==> config.mk <==
export PLATFORM = sky130hd
export DESIGN_NAME = huber_loss_stream
export DESIGN_NICKNAME = d
export VERILOG_FILES = /design/src/rtl/huber_loss_stream.sv
export SDC_FILE = /design/constraint.sdc
export NUM_CORES = 1
export LEC_CHECK = 0
export CAP_MARGIN = 5
export CORE_ASPECT_RATIO = 1.4
export CORE_MARGIN = 4
export CORE_UTILIZATION = 56
export CTS_BUF_LIST = sky130_fd_sc_hd__clkbuf_4
export DETAILED_ROUTE_END_ITERATION = 7
export GPL_TIMING_DRIVEN = 0
export PLACE_DENSITY = 0.75
export RECOVER_POWER = 100
export SYNTH_ARGS = -nofsm -noshare
export SYNTH_HDL_FRONTEND = slang
export SYNTH_SLANG_ARGS = --single-unit
export TNS_END_PERCENT = 20
==> constraint.sdc <==
create_clock -name clk -period 17.4 [get_ports clk]
set_input_delay 3.48 -clock clk [delete_from_list [all_inputs] [get_ports clk]]
set_output_delay 3.48 -clock clk [all_outputs]
set_load 0.01 [all_outputs]
==> src/rtl/huber_loss_stream.sv <==
// Streaming Huber (smooth-L1) loss: two-stage pipeline (difference, element loss)
// followed by an optional per-frame sum/mean reduction with valid/ready handshakes.
module huber_loss_stream #(
    parameter int DATA_W    = 16,
    parameter int FRAC_W    = 8,
    parameter int BETA_LOG2 = 0,
    parameter int LOG2_N    = 4,
    parameter int REDUCTION = 2,
    localparam int LW       = DATA_W + 1,
    localparam int OUT_W    = LW + LOG2_N
) (
    input  logic                     clk,
    input  logic                     rst_n,
    input  logic                     valid_in,
    output logic                     ready_in,
    input  logic signed [DATA_W-1:0] pred_in,
    input  logic signed [DATA_W-1:0] target_in,
    input  logic                     clr,
    output logic                     valid_out,
    input  logic                     ready_out,
    output logic [OUT_W-1:0]         loss_out
);

    localparam int SQ_W  = 2 * LW;
    localparam int SHIFT = FRAC_W + 1 + BETA_LOG2;
    localparam logic [LW-1:0] BETA_FX   = {{(LW-1){1'b0}}, 1'b1} << (FRAC_W + BETA_LOG2);
    localparam logic [LW-1:0] HALF_BETA = BETA_FX >> 1;

    logic                 valid_out_q;
    logic [OUT_W-1:0]     loss_out_q;
    logic                 s1_valid_q;
    logic signed [LW-1:0] diff_q;

    logic                 advance;
    logic                 accept;
    logic [LW-1:0]        abs_d;
    logic [SQ_W-1:0]      sq;
    logic [LW-1:0]        elem_loss;
    logic                 load_result;
    logic [OUT_W-1:0]     result_d;

    // A full output register blocks the whole pipe until downstream takes it.
    assign advance  = !valid_out_q || ready_out;
    assign ready_in = rst_n && !clr && advance;
    assign accept   = valid_in && ready_in;

    always_ff @(posedge clk or negedge rst_n) begin
        if (!rst_n) begin
            s1_valid_q <= 1'b0;
            diff_q     <= '0;
        end else if (clr) begin
            s1_valid_q <= 1'b0;
        end else if (advance) begin
            s1_valid_q <= accept;
            if (accept) begin
                diff_q <= {pred_in[DATA_W-1], pred_in} - {target_in[DATA_W-1], target_in};
            end
        end
    end

    // |d| never reaches -2^DATA_W, so the magnitude always fits LW unsigned bits.
    assign abs_d = diff_q[LW-1] ? (~diff_q + 1'b1) : diff_q;
    assign sq    = {{LW{1'b0}}, abs_d} * {{LW{1'b0}}, abs_d};

    always_comb begin
        elem_loss = abs_d - HALF_BETA;
        if (abs_d < BETA_FX) begin
            elem_loss = LW'(sq >> SHIFT);
        end
    end

    generate
        if (REDUCTION == 0) begin : g_elem
            assign load_result = s1_valid_q && !clr;
            assign result_d    = {{LOG2_N{1'b0}}, elem_loss};
        end else begin : g_frame
            logic [LOG2_N-1:0] cnt_q;
            logic [OUT_W-1:0]  acc_q;
            logic [OUT_W-1:0]  sum_d;

            // Loading (not adding) at count 0 lets frames run back to back.
            assign sum_d = ((cnt_q == '0) ? '0 : acc_q) + {{LOG2_N{1'b0}}, elem_loss};
            assign load_result = s1_valid_q && !clr && (&cnt_q);
            assign result_d    = (REDUCTION == 1) ? sum_d : (sum_d >> LOG2_N);

            always_ff @(posedge clk or negedge rst_n) begin
                if (!rst_n) begin
                    cnt_q <= '0;
                    acc_q <= '0;
                end else if (clr) begin
                    cnt_q <= '0;
                    acc_q <= '0;
                end else if (advance && s1_valid_q) begin
                    cnt_q <= cnt_q + 1'b1;
                    acc_q <= sum_d;
                end
            end
        end
    endgenerate

    always_ff @(posedge clk or negedge rst_n) begin
        if (!rst_n) begin
            valid_out_q <= 1'b0;
            loss_out_q  <= '0;
        end else if (advance) begin
            valid_out_q <= load_result;
            if (load_result) begin
                loss_out_q <= result_d;
            end
        end
    end

    assign valid_out = valid_out_q;
    assign loss_out  = loss_out_q;

endmodule

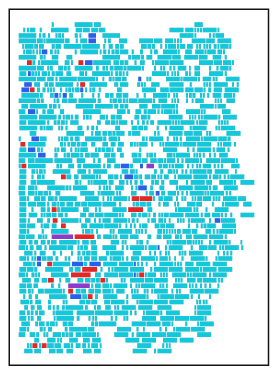
(run_1/drive_strength.png)
Scale: 2 px per um.
| size | colour | cells | share |
|---|---|---|---|
| drive 3 to 4 | red | 24 | 1.7% |
| drive 6 and up | purple | 3 | 0.21% |
| drive 1 or less | cyan | 1,344 | 96% |
| drive 2 | blue | 29 | 2.1% |
setup ws final: 5.56 ns
cell area after layout: 12,500 um^2
Layout area overhead: 9.26%

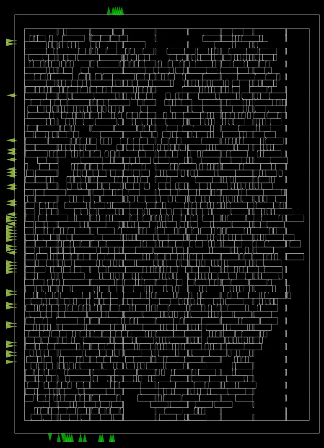
(run_1/final_placement.png)
Final Util: 62.7%
Fillers: 1,758
registers: 61

==> impl_metrics.toml, run 1 <==
# synthesis and place-and-route metrics
[clocking]
clock_sinks = 61
cts-root-buf = "clkbuf_4"
cts.hold.buffers_added = 0
cts_resized = 0
cts_setup_buffers = 0
clkSlewWorstSetupHoldPaths_ns = 0.11
numCtsBuffers = 9
clkLatencyLatePin_ns = 0.43
htreeDepth = 3

[synthesis]
yosysMostFrequentCell = "inv_1"
synthXorXnorAreaFrac_pct = 6.02
ys_ff = 61
yosys_cells = 1317
synth_cell_types = 72
yosys-stat-area_um2 = 11500
edf_count = 0
aoi_share_pct = 11.7
postSynthSeqShare_pct = 13.3
synthTopCellsByArea = "fa_1 29%, dfrtp_1 13%, ha_1 13%, inv_1 9.0%, nand2_1 4.6%"
synth_top_cell_by_area = "fa_1"
syn_avg_cell_area_um2 = 8.71
ys_async_sr_fraction_pct = 100
synth.top_cell.area_share_pct = 29.3

[routing]
vias_per_cell = 5.56
ant_nets = 0
dr.pass1.iters = 7
met3_length_um = 1250
wl_met1_um = 10500
route.met2.wl_um = 14600
drt_iter0_markers = 490
wl_per_cell_um = 16.5

[global_route]
grt_pass1_wl_um = 46000
grt.met3_usage_pct = 2.29
grt_busiest_layer = "met2"
gr-usage-met2_pct = 46.2
grt_max_degree = 39

[final_layout]
antennaDiodeCount = 1
regMostFlops = "g_frame.acc_q"
finalNetCount = 1717
mostFrequentLayoutCell = "inv_1"
largestClassByArea = "multi-input combinational cells"
buffers = 96
buffer_area_share_pct = 5.86
comb_share_pct = 69.7
register_area_um2 = 1530
finalNonFillerCells = 1653
largest_register_ffs = 21
clock_area_share_pct = 1.26
clockBufferCount = 9

[final_timing]
slew_violations = 39
setup-tns-final_ns = 0
slew_headroom_pct = -30.3
finalCriticalPeriod_ns = 11.84
setup_viol = 0
hold_ws_ns = 0.483
tightestPinTransition_ns = 1.95
period_used_pct = 68.1
fin_skew_ns = 0.0240

[die]
die_y_um = 177
ios = 60
core_area_um2 = 20000
taps = 252
rows = 61
fp_util_pct = 57.3
die_w_um = 129

[placed_design]
dp_hpwl_um = 22700
dp.cells = 1634
place_area_um2 = 12400

[critical_path]
reg2reg_depth = 37
slowest_delay_ns = 0.84
cp-startpoint = "diff_q[0]"
critical_path_class = "reg2reg"
reg2reg_from = "diff_q[0]"
crit_cells = 37
cp_top_family = "adder cells"
critPathMaxFanout = 11
cp-start-kind = "flip-flop"
crit_required_ns = 17.68
cp-end-kind = "flip-flop"
slowest_stage = "xor2_1"
ff2ff_setup_slack_ns = 5.56

[hold_path]
hold_depth = 2
hold_class = "reg2reg"

[status]
violations = "capacitance limit, slew limit"
status = "finished with violations"

[run]
max-cap-violations = 1
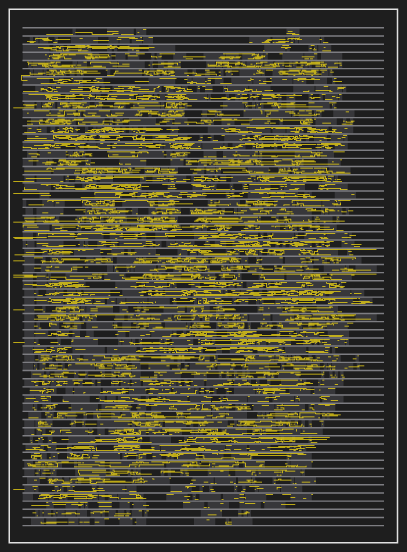
(run_1/met1.png)
Scale: 3 px per um. Supply wires on this layer in grey. Cells faint in the background.
nets with wire on the layer: 1,610
wire length on this layer: 10,500 um
share of all routed wire: 38%
main direction: horizontal
final WL: 27,300 um
grt met1 use: 30.4%
Vias: 9,192

--- run 2 (diff from run 1) ---
Settings changed: PLACE_DENSITY 0.75 to 0.78.
Clock period 17.4 ns to 10.54 ns, I/O delays scaled along.
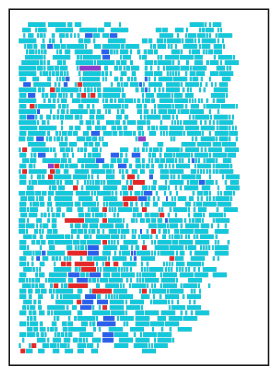
(run_2/drive_strength.png)
Scale: 2 px per um.
| size | colour | cells | share |
|---|---|---|---|
| drive 6 and up | purple | 3 | 0.21% |
| drive 2 | blue | 47 | 3.3% |
| drive 3 to 4 | red | 40 | 2.8% |
| drive 1 or less | cyan | 1,316 | 94% |
Non-clk bufs: 102
setup ws final: 0.432 ns
cell area after layout: 12,700 um^2

==> run 2 against run 1 <==
Effect of this change: the flow still finishes with violations (capacitance limit, slew limit); die area unchanged; wire length increased by 3.7%; non-clock buffer count increased by 6; worst hold slack improved by 0.015 ns; register-to-register slack got worse by 5.1 ns; critical endpoint is now loss_out[16].
==> impl_metrics.toml, run 2 <==
# synthesis and place-and-route metrics
[final_layout]
mostFrequentLayoutCell = "inv_1"
finalNonFillerCells = 1659
fin_util_pct = 63.6
regMostFlops = "g_frame.acc_q"
clock_area_share_pct = 1.08
ff_count = 61
area_delta_synth_final_pct = 11.0
largest_register_ffs = 21
register_area_um2 = 1530
largestClassByArea = "multi-input combinational cells"
drive_gt1_share_pct = 6.40
comb_share_pct = 69.8
antennaDiodeCount = 1
finalNetCount = 1723
buffer_area_share_pct = 6.31
clockBufferCount = 10

[critical_path]
cp-startpoint = "diff_q[3]"
crit_required_ns = 10.87
cp-end-kind = "flip-flop"
reg2reg_depth = 36
slowest_stage = "fa_1"
reg2reg_from = "diff_q[3]"
slowest_delay_ns = 0.57
cp_top_family = "adder cells"
critPathMaxFanout = 12
path_buffers = 9
ff2ff_setup_slack_ns = 0.43
cp-start-kind = "flip-flop"

[routing]
dr.pass1.iters = 6
met3_length_um = 1210
drt-total-wl_um = 28300
vias_per_cell = 5.58
route.met2.wl_um = 14900
wl_met1_um = 10400
ant_nets = 0
wl_per_cell_um = 17.1
num_vias = 9251

[clocking]
clock_sinks = 61
cts.hold.buffers_added = 0
cts_resized = 9
clkLatencyLatePin_ns = 0.42
cts-root-buf = "clkbuf_4"
clkSlewWorstSetupHoldPaths_ns = 0.12
htreeDepth = 3
numCtsBuffers = 9
clock_path_buffers = 2
cts_setup_buffers = 1

[final_timing]
fin_skew_ns = 0.0239
tightestPinTransition_ns = 1.88
finalCriticalPeriod_ns = 10.11
hold_ws_ns = 0.498
slew_violations = 36
period_used_pct = 95.9
setup-tns-final_ns = 0
setup_viol = 0
slew_headroom_pct = -25.0

[global_route]
grt_pass1_wl_um = 47100
gr-usage-met2_pct = 47.7
grt_busiest_layer = "met2"
met1_usage_pct = 29.0
grt_pass1_vias = 9925
grt.met3_usage_pct = 2.89

[hold_path]
whs_endpoint = "loss_out[14]"
hold_class = "reg2reg"
hold_depth = 2

[die]
fp_util_pct = 57.3
die_y_um = 177
die_w_um = 129
ios = 60
rows = 61
taps = 252

[synthesis]
synthXorXnorAreaFrac_pct = 6.02
yosys-stat-area_um2 = 11500
top_cells_by_count = "276 x inv_1, 168 x fa_1, 142 x nand2_1"
ys_async_sr_fraction_pct = 100
synthTopCellsByArea = "fa_1 29%, dfrtp_1 13%, ha_1 13%, inv_1 9.0%, nand2_1 4.6%"
ys_warn_count = 0
yosysMostFrequentCell = "inv_1"
syn_avg_cell_area_um2 = 8.71
syn_inst = 1317
synth_top_cell_by_area = "fa_1"
postSynthSeqShare_pct = 13.3
synth.top_cell.area_share_pct = 29.3
logic_family = "adder cells"
ys_ff = 61
synth_cell_types = 72
edf_count = 0

[placed_design]
dp_hpwl_um = 23300
place_area_um2 = 12400
dp.cells = 1634

[status]
status = "finished with violations"
violations = "capacitance limit, slew limit"

[run]
max-cap-violations = 1
